**src/rtl/uart_tx_fifo_if.sv**
```systemverilog
// rtl/uart_tx_fifo_if.sv - write-side and uart-side signal bundle for uart_tx_fifo (overflow only with UART_TX_FIFO_OVF_STICKY_EN)
interface uart_tx_fifo_if #(
   parameter int AW = 4
);
   logic          wr_en;
   logic [7:0]    wr_data;
   logic          full;
   logic          empty;
   logic [AW:0]   level;
   logic          ss;
   logic [7:0]    data;
   logic          busy;
`ifdef UART_TX_FIFO_OVF_STICKY_EN
   logic          overflow;

   modport slave  (input wr_en, wr_data, busy,
                   output full, empty, level, ss, data, overflow);
   modport master (output wr_en, wr_data, busy,
                   input full, empty, level, ss, data, overflow);
`else
   modport slave  (input wr_en, wr_data, busy,
                   output full, empty, level, ss, data);
   modport master (output wr_en, wr_data, busy,
                   input full, empty, level, ss, data);
`endif
endinterface

```
**src/rtl/uart_tx_fifo.sv**
```systemverilog
// rtl/uart_tx_fifo.sv - byte FIFO feeding a uart transmitter via ss/busy handshake; optional sticky overflow with UART_TX_FIFO_OVF_STICKY_EN
module uart_tx_fifo #(
   parameter int DEPTH    = 16,
   parameter int AW       = 4,
   parameter int ACK_WAIT = 4
) (
   input  logic               i_clk,
   input  logic               i_rst_n,
   uart_tx_fifo_if.slave      io_bus
);

   localparam int CW = $clog2(ACK_WAIT + 1);

   typedef enum logic [1:0] {
      S_IDLE,
      S_WAIT_ACK,
      S_WAIT_DONE
   } state_t;

   state_t         r_state;
   state_t         w_state_nxt;
   logic [CW-1:0]  r_cnt;
   logic [CW-1:0]  w_cnt_nxt;

   logic [7:0]     r_mem [DEPTH];
   logic [AW-1:0]  r_wr_ptr;
   logic [AW-1:0]  r_rd_ptr;
   logic [AW:0]    r_level;
   logic           r_ss;
   logic [7:0]     r_data;

   logic           w_full;
   logic           w_empty;
   logic           w_push;
   logic           w_pop;

   // Flags decode straight from the registered level, so they track the last edge.
   assign w_full  = (r_level == (AW+1)'(DEPTH));
   assign w_empty = (r_level == '0);
   // A push while full is dropped regardless of a simultaneous pop.
   assign w_push  = io_bus.wr_en && !w_full;

   // Launch/handshake sequencing and pop decision.
   always_comb begin
      w_state_nxt = r_state;
      w_cnt_nxt   = r_cnt;
      w_pop       = 1'b0;
      case (r_state)
         S_IDLE: begin
            if (!w_empty && !io_bus.busy) begin
               w_pop       = 1'b1;
               w_cnt_nxt   = '0;
               w_state_nxt = S_WAIT_ACK;
            end
         end
         S_WAIT_ACK: begin
            if (io_bus.busy) begin
               w_state_nxt = S_WAIT_DONE;
            end else if (r_cnt == CW'(ACK_WAIT - 1)) begin
               // uart ignored the launch; give up so the queue keeps moving
               w_state_nxt = S_IDLE;
            end else begin
               w_cnt_nxt = r_cnt + CW'(1);
            end
         end
         S_WAIT_DONE: begin
            if (!io_bus.busy) begin
               w_state_nxt = S_IDLE;
            end
         end
         default: w_state_nxt = S_IDLE;
      endcase
   end

   // State register and acknowledge-timeout counter.
   always_ff @(posedge i_clk or negedge i_rst_n) begin
      if (!i_rst_n) begin
         r_state <= S_IDLE;
         r_cnt   <= '0;
      end else begin
         r_state <= w_state_nxt;
         r_cnt   <= w_cnt_nxt;
      end
   end

   // Storage array; contents are don't-care until written.
   always_ff @(posedge i_clk) begin
      if (w_push) begin
         r_mem[r_wr_ptr] <= io_bus.wr_data;
      end
   end

   // Pointers and occupancy; pointers wrap naturally since DEPTH is 2**AW.
   always_ff @(posedge i_clk or negedge i_rst_n) begin
      if (!i_rst_n) begin
         r_wr_ptr <= '0;
         r_rd_ptr <= '0;
         r_level  <= '0;
      end else begin
         if (w_push) begin
            r_wr_ptr <= r_wr_ptr + AW'(1);
         end
         if (w_pop) begin
            r_rd_ptr <= r_rd_ptr + AW'(1);
         end
         case ({w_push, w_pop})
            2'b10:   r_level <= r_level + (AW+1)'(1);
            2'b01:   r_level <= r_level - (AW+1)'(1);
            default: r_level <= r_level;
         endcase
      end
   end

   // Launch strobe and byte to uart; data holds until the next launch.
   always_ff @(posedge i_clk or negedge i_rst_n) begin
      if (!i_rst_n) begin
         r_ss   <= 1'b0;
         r_data <= 8'h00;
      end else begin
         r_ss <= w_pop;
         if (w_pop) begin
            r_data <= r_mem[r_rd_ptr];
         end
      end
   end

   assign io_bus.full  = w_full;
   assign io_bus.empty = w_empty;
   assign io_bus.level = r_level;
   assign io_bus.ss    = r_ss;
   assign io_bus.data  = r_data;

`ifdef UART_TX_FIFO_OVF_STICKY_EN
   logic r_ovf;

   // Sticky flag set by any push dropped because the FIFO was full.
   always_ff @(posedge i_clk or negedge i_rst_n) begin
      if (!i_rst_n) begin
         r_ovf <= 1'b0;
      end else if (io_bus.wr_en && w_full) begin
         r_ovf <= 1'b1;
      end
   end

   assign io_bus.overflow = r_ovf;
`else
   // No overflow tracking in this build.
`endif

endmodule
```
**src/flat_wrapper.sv**
```systemverilog
// flat-port wrapper written by rule: the top's interface ports become plain ports
module uart_tx_fifo_flat 
#(
   parameter int DEPTH    = 16,
   parameter int AW       = 4,
   parameter int ACK_WAIT = 4
)
  (i_clk, i_rst_n, io_bus_wr_en, io_bus_wr_data, io_bus_busy, io_bus_full, io_bus_empty, io_bus_level, io_bus_ss, io_bus_data);
  uart_tx_fifo_if #(.AW(AW)) io_bus_i ();
  input  logic i_clk;
  input  logic i_rst_n;
  input wire logic [$bits(io_bus_i.wr_en)-1:0] io_bus_wr_en;
  input wire logic [$bits(io_bus_i.wr_data)-1:0] io_bus_wr_data;
  input wire logic [$bits(io_bus_i.busy)-1:0] io_bus_busy;
  output wire logic [$bits(io_bus_i.full)-1:0] io_bus_full;
  output wire logic [$bits(io_bus_i.empty)-1:0] io_bus_empty;
  output wire logic [$bits(io_bus_i.level)-1:0] io_bus_level;
  output wire logic [$bits(io_bus_i.ss)-1:0] io_bus_ss;
  output wire logic [$bits(io_bus_i.data)-1:0] io_bus_data;
  assign io_bus_i.wr_en = io_bus_wr_en;
  assign io_bus_i.wr_data = io_bus_wr_data;
  assign io_bus_i.busy = io_bus_busy;
  assign io_bus_full = io_bus_i.full;
  assign io_bus_empty = io_bus_i.empty;
  assign io_bus_level = io_bus_i.level;
  assign io_bus_ss = io_bus_i.ss;
  assign io_bus_data = io_bus_i.data;
  uart_tx_fifo #(.DEPTH(DEPTH), .AW(AW), .ACK_WAIT(ACK_WAIT)) u_core (.i_clk(i_clk), .i_rst_n(i_rst_n), .io_bus(io_bus_i));
endmodule
```
**config.mk**
```make
export PLATFORM = sky130hd
export DESIGN_NAME = uart_tx_fifo_flat
export DESIGN_NICKNAME = d
export VERILOG_FILES = /design/src/rtl/uart_tx_fifo_if.sv /design/src/rtl/uart_tx_fifo.sv /design/src/flat_wrapper.sv
export SDC_FILE = /design/constraint.sdc
export NUM_CORES = 1
export LEC_CHECK = 0
export ABC_AREA = 1
export CAP_MARGIN = 20
export CORE_ASPECT_RATIO = 1.4
export CORE_UTILIZATION = 65
export CTS_CLUSTER_DIAMETER = 80
export CTS_CLUSTER_SIZE = 10
export DETAILED_ROUTE_END_ITERATION = 12
export PLACE_DENSITY = 0.94
export SYNTH_ARGS = -nofsm -noshare
export SYNTH_HDL_FRONTEND = slang
export SYNTH_SLANG_ARGS = --single-unit
```
**constraint.sdc**
```tcl
create_clock -name i_clk -period 4.9 [get_ports i_clk]
set_input_delay 0.49 -clock i_clk [delete_from_list [all_inputs] [get_ports i_clk]]
set_output_delay 0.49 -clock i_clk [all_outputs]
set_load 0.1 [all_outputs]
```
==> results.txt, run 1 <==
On the backend side, the flow ran end to end.

The flow ran to the end, and the final reports show no timing, DRC or antenna violations. With fillers left out, the area of the finished cells amounts to 7940 µm². In the post-synthesis netlist, the cell with the most instances is sky130_fd_sc_hd__nand2_1.

The slew of the pin with the lowest slew margin stands at 1.08 ns. Setup repair after global routing left no endpoint under its margin. Sequential elements use 64.7% of the synthesized area. The highest metal layer carrying signal wires in the routed design is met4.

The script reports the combined buffer and inverter count of the critical path as 2. The run reported a max-capacitance violation count of 0. Total power normalized to cell area comes to 635 nW/µm². The number of DRC markers after the initial detailed-route iteration stands at 721. For the worst flop-to-flop path, the logic depth is 13.

Yosys shows that the main logic family after synthesis is simple AND/OR/NAND/NOR gates. In the finished design, the share of the clock period the worst path needs comes to 63.5%. The number of global-route vias before repair is 5129. Of the total synthesized cell area, the portion taken by full adders, half adders and majority gates is 1.97%. The worst setup timing slack at the placement stage stands at 2.06 ns. After layout the signal buffers, clock cells excluded, come to 3.94% of cell area. For this run, the top clock speed supported by timing is 0.321 GHz. The total internal power stands at 2.93 mW. The number of nets with antenna violations after routing stands at 0.

The initial utilization of the core area, before any placement, comes to 67.2%. The most common logic cell in the final layout is sky130_fd_sc_hd__nand2_1. Entering global routing, the biggest net connects 69 pins. The area added between synthesis and finish stands at 13.6%. The flip-flop count of the largest register, all copies and words added stands at 128. The sequential share of cell area stands at 56.9%. Total power for the finished layout comes to 5.04 mW. Per the CTS log, the maximum H-tree level is 4. In this run, power in the clock network comes to 1.34 mW. Per the synthesis report, the dominant area consumer among library cells is sky130_fd_sc_hd__edfxtp_1.

The insertion delay at the late pin of the worst-skew pair stands at 0.43 ns. The cell count after synthesis stands at 708. In the synthesized netlist, the cells that appear most often are 242 x sky130_fd_sc_hd__nand2_1, 128 x sky130_fd_sc_hd__edfxtp_1, 122 x sky130_fd_sc_hd__inv_1, 105 x sky130_fd_sc_hd__nand3_1, 27 x sky130_fd_sc_hd__dfrtp_1. The net switching power figure stands at 2.11 mW.

The required time at the endpoint of the critical path stands at 4.41 ns. For the worst reg-to-reg path, the endpoint reported by OpenROAD is u_core.io_bus.level[4]. The combinational logic power stands at 1.94 mW. The number of antenna diodes in the final layout is 0. The multi-input combinational cells in the finished layout cover a total of 1840 µm². The setup total negative slack stands at 0 ns. u_core.r_mem holds more flip-flops than any other register.

The capture point of the critical path was reported as io_bus_full. The leakage power in the latest report is 3.59 nW. The switching part of the total power stands at 41.9%. The number of antenna violations at the first check in global routing stands at 0.

The fraction of the core area covered by cells at the end of the flow stands at 76.3%. Counting buffers and inverters, the worst setup path is 4 cells deep. The synthesized-area fraction occupied by xor and xnor cells stands at 1.00%. Per STA, the startpoint of the critical path is u_core.io_bus.level[1]. The combinational group share of total power stands at 38.5%. The placement report lists the number of port buffers as 27. The global-route congestion overflow total stands at 0. Counting every sink on the clock net gives 155. The number of logic inverters in the finished layout stands at 125. The floorplan die height stands at 125 µm. The number of flip-flops and latches stands at 155. The number of setup buffers added after CTS stands at 0. STA classifies the critical path endpoint as a primary output. In the CTS report, the clock slew at the register clock pins of the worst setup and hold paths is listed as 0.06 ns. Of all power groups, the one with the highest power is combinational cells.

The final weighted congestion of routability-driven global placement stands at 0.926. The worst hold margin stands at 0.471 ns. The power attributed to sequential cells stands at 1.76 mW. The iteration count recorded for the first detailed-route pass is 7. The post-synth count of flops with an enable pin is 128.

The number of hold violations in the final report stands at 0. Among all stages on the critical path, the maximum delay recorded is 1.12 ns. The number of non-filler instances in the completed layout stands at 883. The placeable core region stands at 10400 µm². The cell total after placement stands at 847. The row count stands at 44. TritonCTS built the clock tree. After the last flow step, the layout net total stands at 755. In the final routed layout, each cell accounts on average for 18.8 µm.

On met1, the global router reports a usage of 37.7%. Summed over all nets, wire length on met2 after detailed routing comes to 8.25 mm. The maximum root-to-sink buffer count stands at 2. Among all stages on the critical path, the largest delay is contributed by sky130_fd_sc_hd__clkdlybuf4s50_1. Leaving out fill and tap cells, the most frequent cells in the layout are 242 x sky130_fd_sc_hd__nand2_1, 128 x sky130_fd_sc_hd__edfxtp_1, 122 x sky130_fd_sc_hd__inv_1. Subtracting the final worst setup slack from the clock period gives 3.11 ns.

The global-route usage over all layers stands at 32.5%. The number of multi-input combinational cells stands at 399. Per the GRT log, the top usage layer is met2.

Of the post-synthesis cell area, the part taken by muxes is 0%. The slack of the worst reg-to-reg path stands at 2.03 ns. The data arrival time reported for the critical path is 2.62 ns.

The synthesized chip area reported by yosys stands at 6990 µm². The horizontal die dimension stands at 89.6 µm. Counting the buffers created by CTS gives 17. The combined area of all synthesized cells stands at 6990 µm². In the per-layer breakdown of the detailed-route log, met1 shows 5.51 mm.

The synthesis report lists the most area-consuming cells as sky130_fd_sc_hd__edfxtp_1 55%, sky130_fd_sc_hd__nand2_1 13%, sky130_fd_sc_hd__dfrtp_1 9.7%, sky130_fd_sc_hd__nand3_1 7.5%, sky130_fd_sc_hd__inv_1 6.6%. Sequential cells burn 35.0% of the power. The critical path in this run is classified as flip-flop to primary output.

In this run, distinct cell masters in the synthesized netlist total 26. The complex-gate fraction of the synthesized area stands at 0.644%. Using the TritonRoute via totals, the vias-per-cell ratio works out to 5.92.

The multi-input gate share of total cell area stands at 23.1%. The post-layout worst setup margin stands at 1.79 ns. The overall die size recorded for this design is 11200 µm². Walking the worst path, the cells encountered are nor4_4 > nand2_1 > inv_1 > clkdlybuf4s50_1. The clock buffer instance count of the final layout stands at 23. The number of well-tap cells placed stands at 138. The detailed-route DRC error count stands at 0. The final layout report lists a filler cell count of 536. IR analysis of the VDD net gives a maximum drop of 0.000295 V. The synthesized design devotes to its leading area cell type 55.0% of total area.

The post-route netlist has 6.31% of its cells at a drive strength greater than 1. Looking at the cell usage after synthesis, the top flip-flop cell is sky130_fd_sc_hd__edfxtp_1. The kind of cell with the highest combined delay along the critical path is buffers and inverters. The count of endpoints failing setup in the final report stands at 0.

The number of nets at floorplan stands at 731. Of all nets on the critical path, the largest fanout is 5. For this run, asynchronously set or reset flops after synthesis account for 17.4%. Per the detail_route log, met3 wirelength is 1.68 mm. In the placement report, post-DP HPWL is listed as 9.59 mm. The first global-routing pass estimated 25.8 mm of wire.

The tree is rooted in a sky130_fd_sc_hd__clkbuf_16.
Run 1, signal wires on met1:
Drawn at 4 px/µm. Supply wires on this layer in grey. Cells faint in the background.
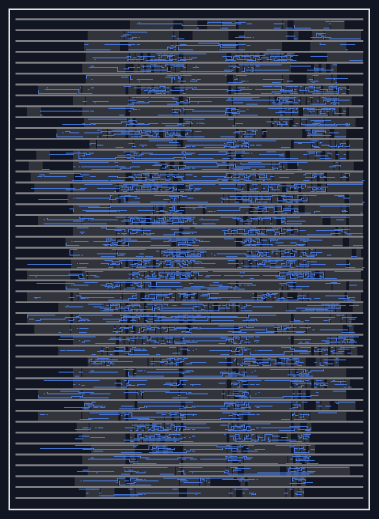
696 nets have wire on it. The layer holds 33% of the routed length. The layer carries 5510 µm of wire.

Run 1, metal 2:
Drawn at 4 px/µm.
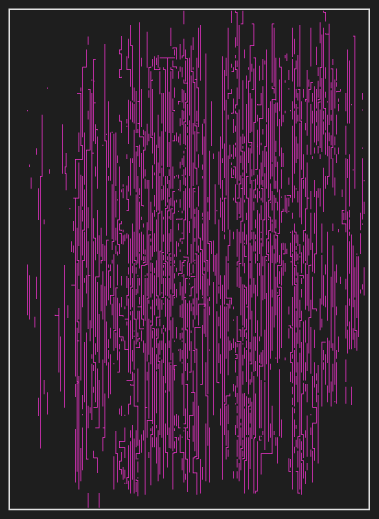
The wires run mostly vertical. The longest straight run is 68.0 µm. The layer holds 50% of the routed length.
met2 track demand over resource in global routing: 51.3%
total length of routed wires: 16.6 mm
via count: 5225

Run 1, met3 routing:
Drawn at 4 px/µm. Cells faint in the background.
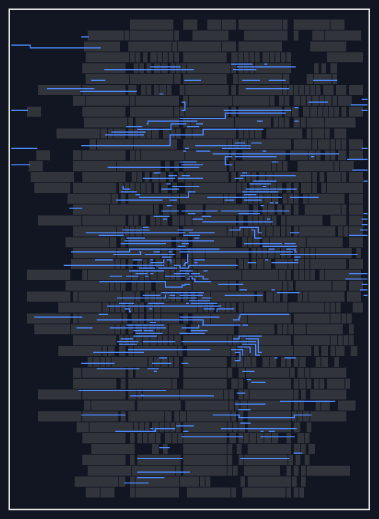
The wires run mostly horizontal. 153 nets have wire on it. The layer holds 10% of the routed length. The longest straight run is 31.3 µm. The layer carries 1680 µm of wire.
met3 Resource Use GR: 9.34%

Run 1, the metal 4 layer:
Drawn at 3 px/µm. Supply wires on this layer in grey. Cells faint in the background.
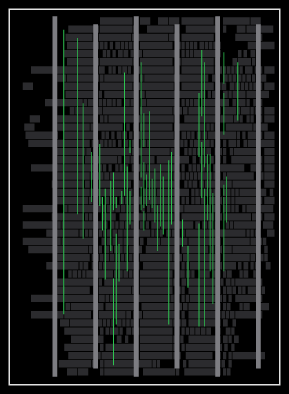
The layer carries 1140 µm of wire. The wires run mostly vertical. The layer holds 6.9% of the routed length. 47 nets have wire on it. The longest straight run is 94.5 µm.

## Run 2: what changed since run 1
--- a/config.mk
+++ b/config.mk
@@ -8,11 +8,11 @@
 export ABC_AREA = 1
 export CAP_MARGIN = 20
 export CORE_ASPECT_RATIO = 1.4
-export CORE_UTILIZATION = 65
+export CORE_UTILIZATION = 55
 export CTS_CLUSTER_DIAMETER = 80
 export CTS_CLUSTER_SIZE = 10
 export DETAILED_ROUTE_END_ITERATION = 12
-export PLACE_DENSITY = 0.94
+export PLACE_DENSITY = 0.86
 export SYNTH_ARGS = -nofsm -noshare
 export SYNTH_HDL_FRONTEND = slang
 export SYNTH_SLANG_ARGS = --single-unit
==> constraint.sdc (replaced) <==
create_clock -name i_clk -period 2.6 [get_ports i_clk]
set_input_delay 0.26 -clock i_clk [delete_from_list [all_inputs] [get_ports i_clk]]
set_output_delay 0.26 -clock i_clk [all_outputs]
set_load 0.1 [all_outputs]
==> results.txt, run 2 <==
On the backend side, the flow ran end to end.

Run status: finished, final reports clean (unchanged). The floorplan utilization stands at 56.5% (was 67.2%). The number of port buffers stands at 27 (unchanged). The total number of cells along the worst setup path came to 14 (was 4). The horizontal die dimension came to 97.3 µm (was 89.6 µm). The maximum level of the CTS H-tree came to 4 (unchanged).

The number of detailed-routing iterations run before antenna repair stands at 6 (was 7). The combinational logic power stands at 3.71 mW (was 1.94 mW). The TritonCTS clock tree is built (unchanged). The insertion delay at the late pin of the worst-skew pair stands at 0.42 ns (was 0.43 ns).

The sequential share of cell area was 56.4% (was 56.9%). The worst hold margin stands at 0.209 ns (was 0.471 ns). The detailed-route DRC error count was 0 (unchanged). The net switching power figure is 3.91 mW (was 2.11 mW). The sum of routed wire segments on met1 stands at 5.72 mm (was 5.51 mm).

The number of multi-input combinational cells stands at 399 (unchanged). The number of nets at floorplan was 731 (unchanged). The met3 layer wire length in the routed design stands at 896 µm (was 1.68 mm).

The number of vias per cell after detailed routing is 5.54 (was 5.92). The worst-path maximum fanout stands at 5 (unchanged). The number of well-tap cells placed stands at 150 (was 138). The multi-input gate area in the final layout stands at 1840 µm² (unchanged). The number of antenna violations at the first check in global routing stands at 0 (unchanged). The total power consumption of the routed design stands at 9.44 mW (was 5.04 mW).

The number of enable-type register cells in the synthesized netlist stands at 128 (unchanged). The buffering overhead stands at 5.36% (was 3.94%). The number of flip-flops and latches came to 155 (unchanged). The worst setup timing slack at the placement stage is 0.229 ns (was 2.06 ns). The dominant combinational cell family by area after synthesis is simple AND/OR/NAND/NOR gates (unchanged).

Top cells by area, synth: sky130_fd_sc_hd__edfxtp_1 55%, sky130_fd_sc_hd__nand2_1 13%, sky130_fd_sc_hd__dfrtp_1 9.7%, sky130_fd_sc_hd__nand3_1 7.5%, sky130_fd_sc_hd__inv_1 6.6% (unchanged). The pin count of the biggest net entering global routing was 68 (was 69). The maximum VDD drop is 0.000608 V (was 0.000295 V). The number of non-filler instances in the completed layout is 912 (was 883).

The share of layout cells above drive strength 1 stands at 10.8% (was 6.31%). The async set-reset flop share out of synthesis is 17.4% (unchanged). The count of endpoints failing setup in the final report stands at 0 (unchanged). The buffer type at the clock tree root is sky130_fd_sc_hd__clkbuf_16 (unchanged). The cell total after placement stands at 881 (was 847). The most frequently used flop master after synthesis was sky130_fd_sc_hd__edfxtp_1 (unchanged). The group drawing the most power was combinational cells (unchanged). The floorplan die height came to 135 µm (was 125 µm). The clock buffer instance count of the final layout was 19 (was 23). The slew of the pin with the lowest slew margin came to 0.730 ns (was 1.08 ns). The data arrival time at the worst-slack endpoint was 2.69 ns (was 2.62 ns). The endpoint type of the worst setup path is a flip-flop (was primary output).

The number of buffers inserted during clock tree synthesis was 17 (unchanged). The combinational group share of total power was 39.3% (was 38.5%). The global-route congestion overflow total stands at 0 (unchanged). The gate family responsible for the most delay along the worst path was simple AND/OR/NAND/NOR gates (was buffers and inverters). The switching part of the total power came to 41.4% (was 41.9%).

The detailed-placement wirelength estimate is 9.93 mm (was 9.59 mm). The power dissipated in the clock network is 2.43 mW (was 1.34 mW). The number of DRC markers after the initial detailed-route iteration came to 581 (was 721). The number of setup buffers added after CTS stands at 0 (unchanged). The setup total negative slack is 0 ns (unchanged). The combined area of all synthesized cells was 6990 µm² (unchanged). The synthesized chip area reported by yosys came to 6990 µm² (unchanged). The area added between synthesis and finish stands at 14.9% (was 13.6%). The endpoint of the most critical setup path is u_core.io_bus.level[4] (was io_bus_full).

The adder-cell share of the synthesized area stands at 1.97% (unchanged). The sink count of the clock tree stands at 155 (unchanged). The total internal power came to 5.53 mW (was 2.93 mW). The endpoint of the lowest-slack register-to-register path was u_core.io_bus.level[4] (unchanged).

The wire length of the first global-routing pass was 25.4 mm (was 25.8 mm). The global-route usage over all layers is 25.7% (was 32.5%). The number of global-route vias before repair stands at 5034 (was 5129). The power density normalized to cell area came to 1180 nW/µm² (was 635 nW/µm²). The synthesized-area fraction occupied by xor and xnor cells was 1.00% (unchanged). The final critical path takes up 89.7% of the cycle.

The cell type with the largest total area after synthesis was sky130_fd_sc_hd__edfxtp_1 (unchanged). The required time at the endpoint of the critical path was 2.96 ns (was 4.41 ns). The flip-flop count of the largest register, all copies and words added is 128 (unchanged).

The post-synthesis cell type with the largest instance count is sky130_fd_sc_hd__nand2_1 (unchanged). The routed length on met2 came to 8.34 mm (was 8.25 mm). The cell depth of the worst flop-to-flop path stands at 14 (was 13). Unrepaired setup endpoints after global routing: false (unchanged). The number of nets with antenna violations after routing was 0 (unchanged).

Most common logic cells in the final layout: 242 x sky130_fd_sc_hd__nand2_1, 128 x sky130_fd_sc_hd__edfxtp_1, 122 x sky130_fd_sc_hd__inv_1 (unchanged). The slack of the worst reg-to-reg path stands at 0.27 ns (was 2.03 ns). The placeable core region came to 12400 µm² (was 10400 µm²). The clock transition at the registers of the reported paths stands at 0.06 ns (about the same). The complex-gate fraction of the synthesized area stands at 0.644% (unchanged).
Run 2, signal wires on met1:
Drawn at 3 px/µm. Supply wires on this layer in grey. Cells faint in the background.
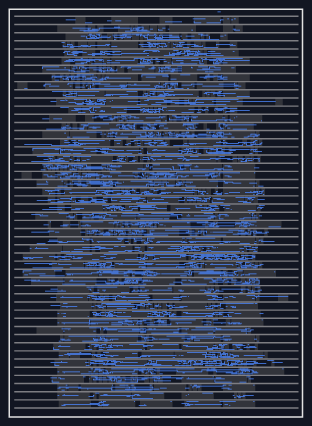
The layer holds 36% of the routed length. The wires run mostly horizontal. The layer carries 5720 µm of wire. 716 nets have wire on it. The longest straight run is 29.9 µm.

Run 2, routing congestion map:
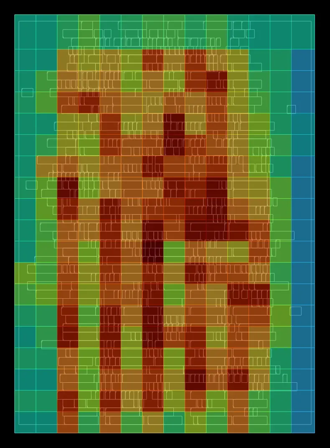
fraction of the core area covered by cells at the end of the flow: 64.9%
post-detailed-route wirelength per cell: 17.3 µm
met3 Resource Use GR: 5.31%
met2 track demand over resource in global routing: 44.6%
GRT Max-Usage Layer: met2

Run 2, metal 2:
Drawn at 3 px/µm.
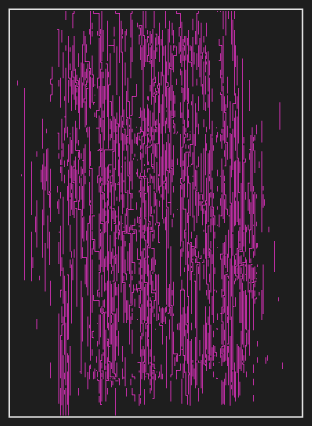
The longest straight run is 64.3 µm. The layer holds 53% of the routed length. The wires run mostly vertical. The layer carries 8340 µm of wire.
total length of routed wires: 15.8 mm
via count: 5051

No activity file was given, so power comes from the tool's default toggle rates.
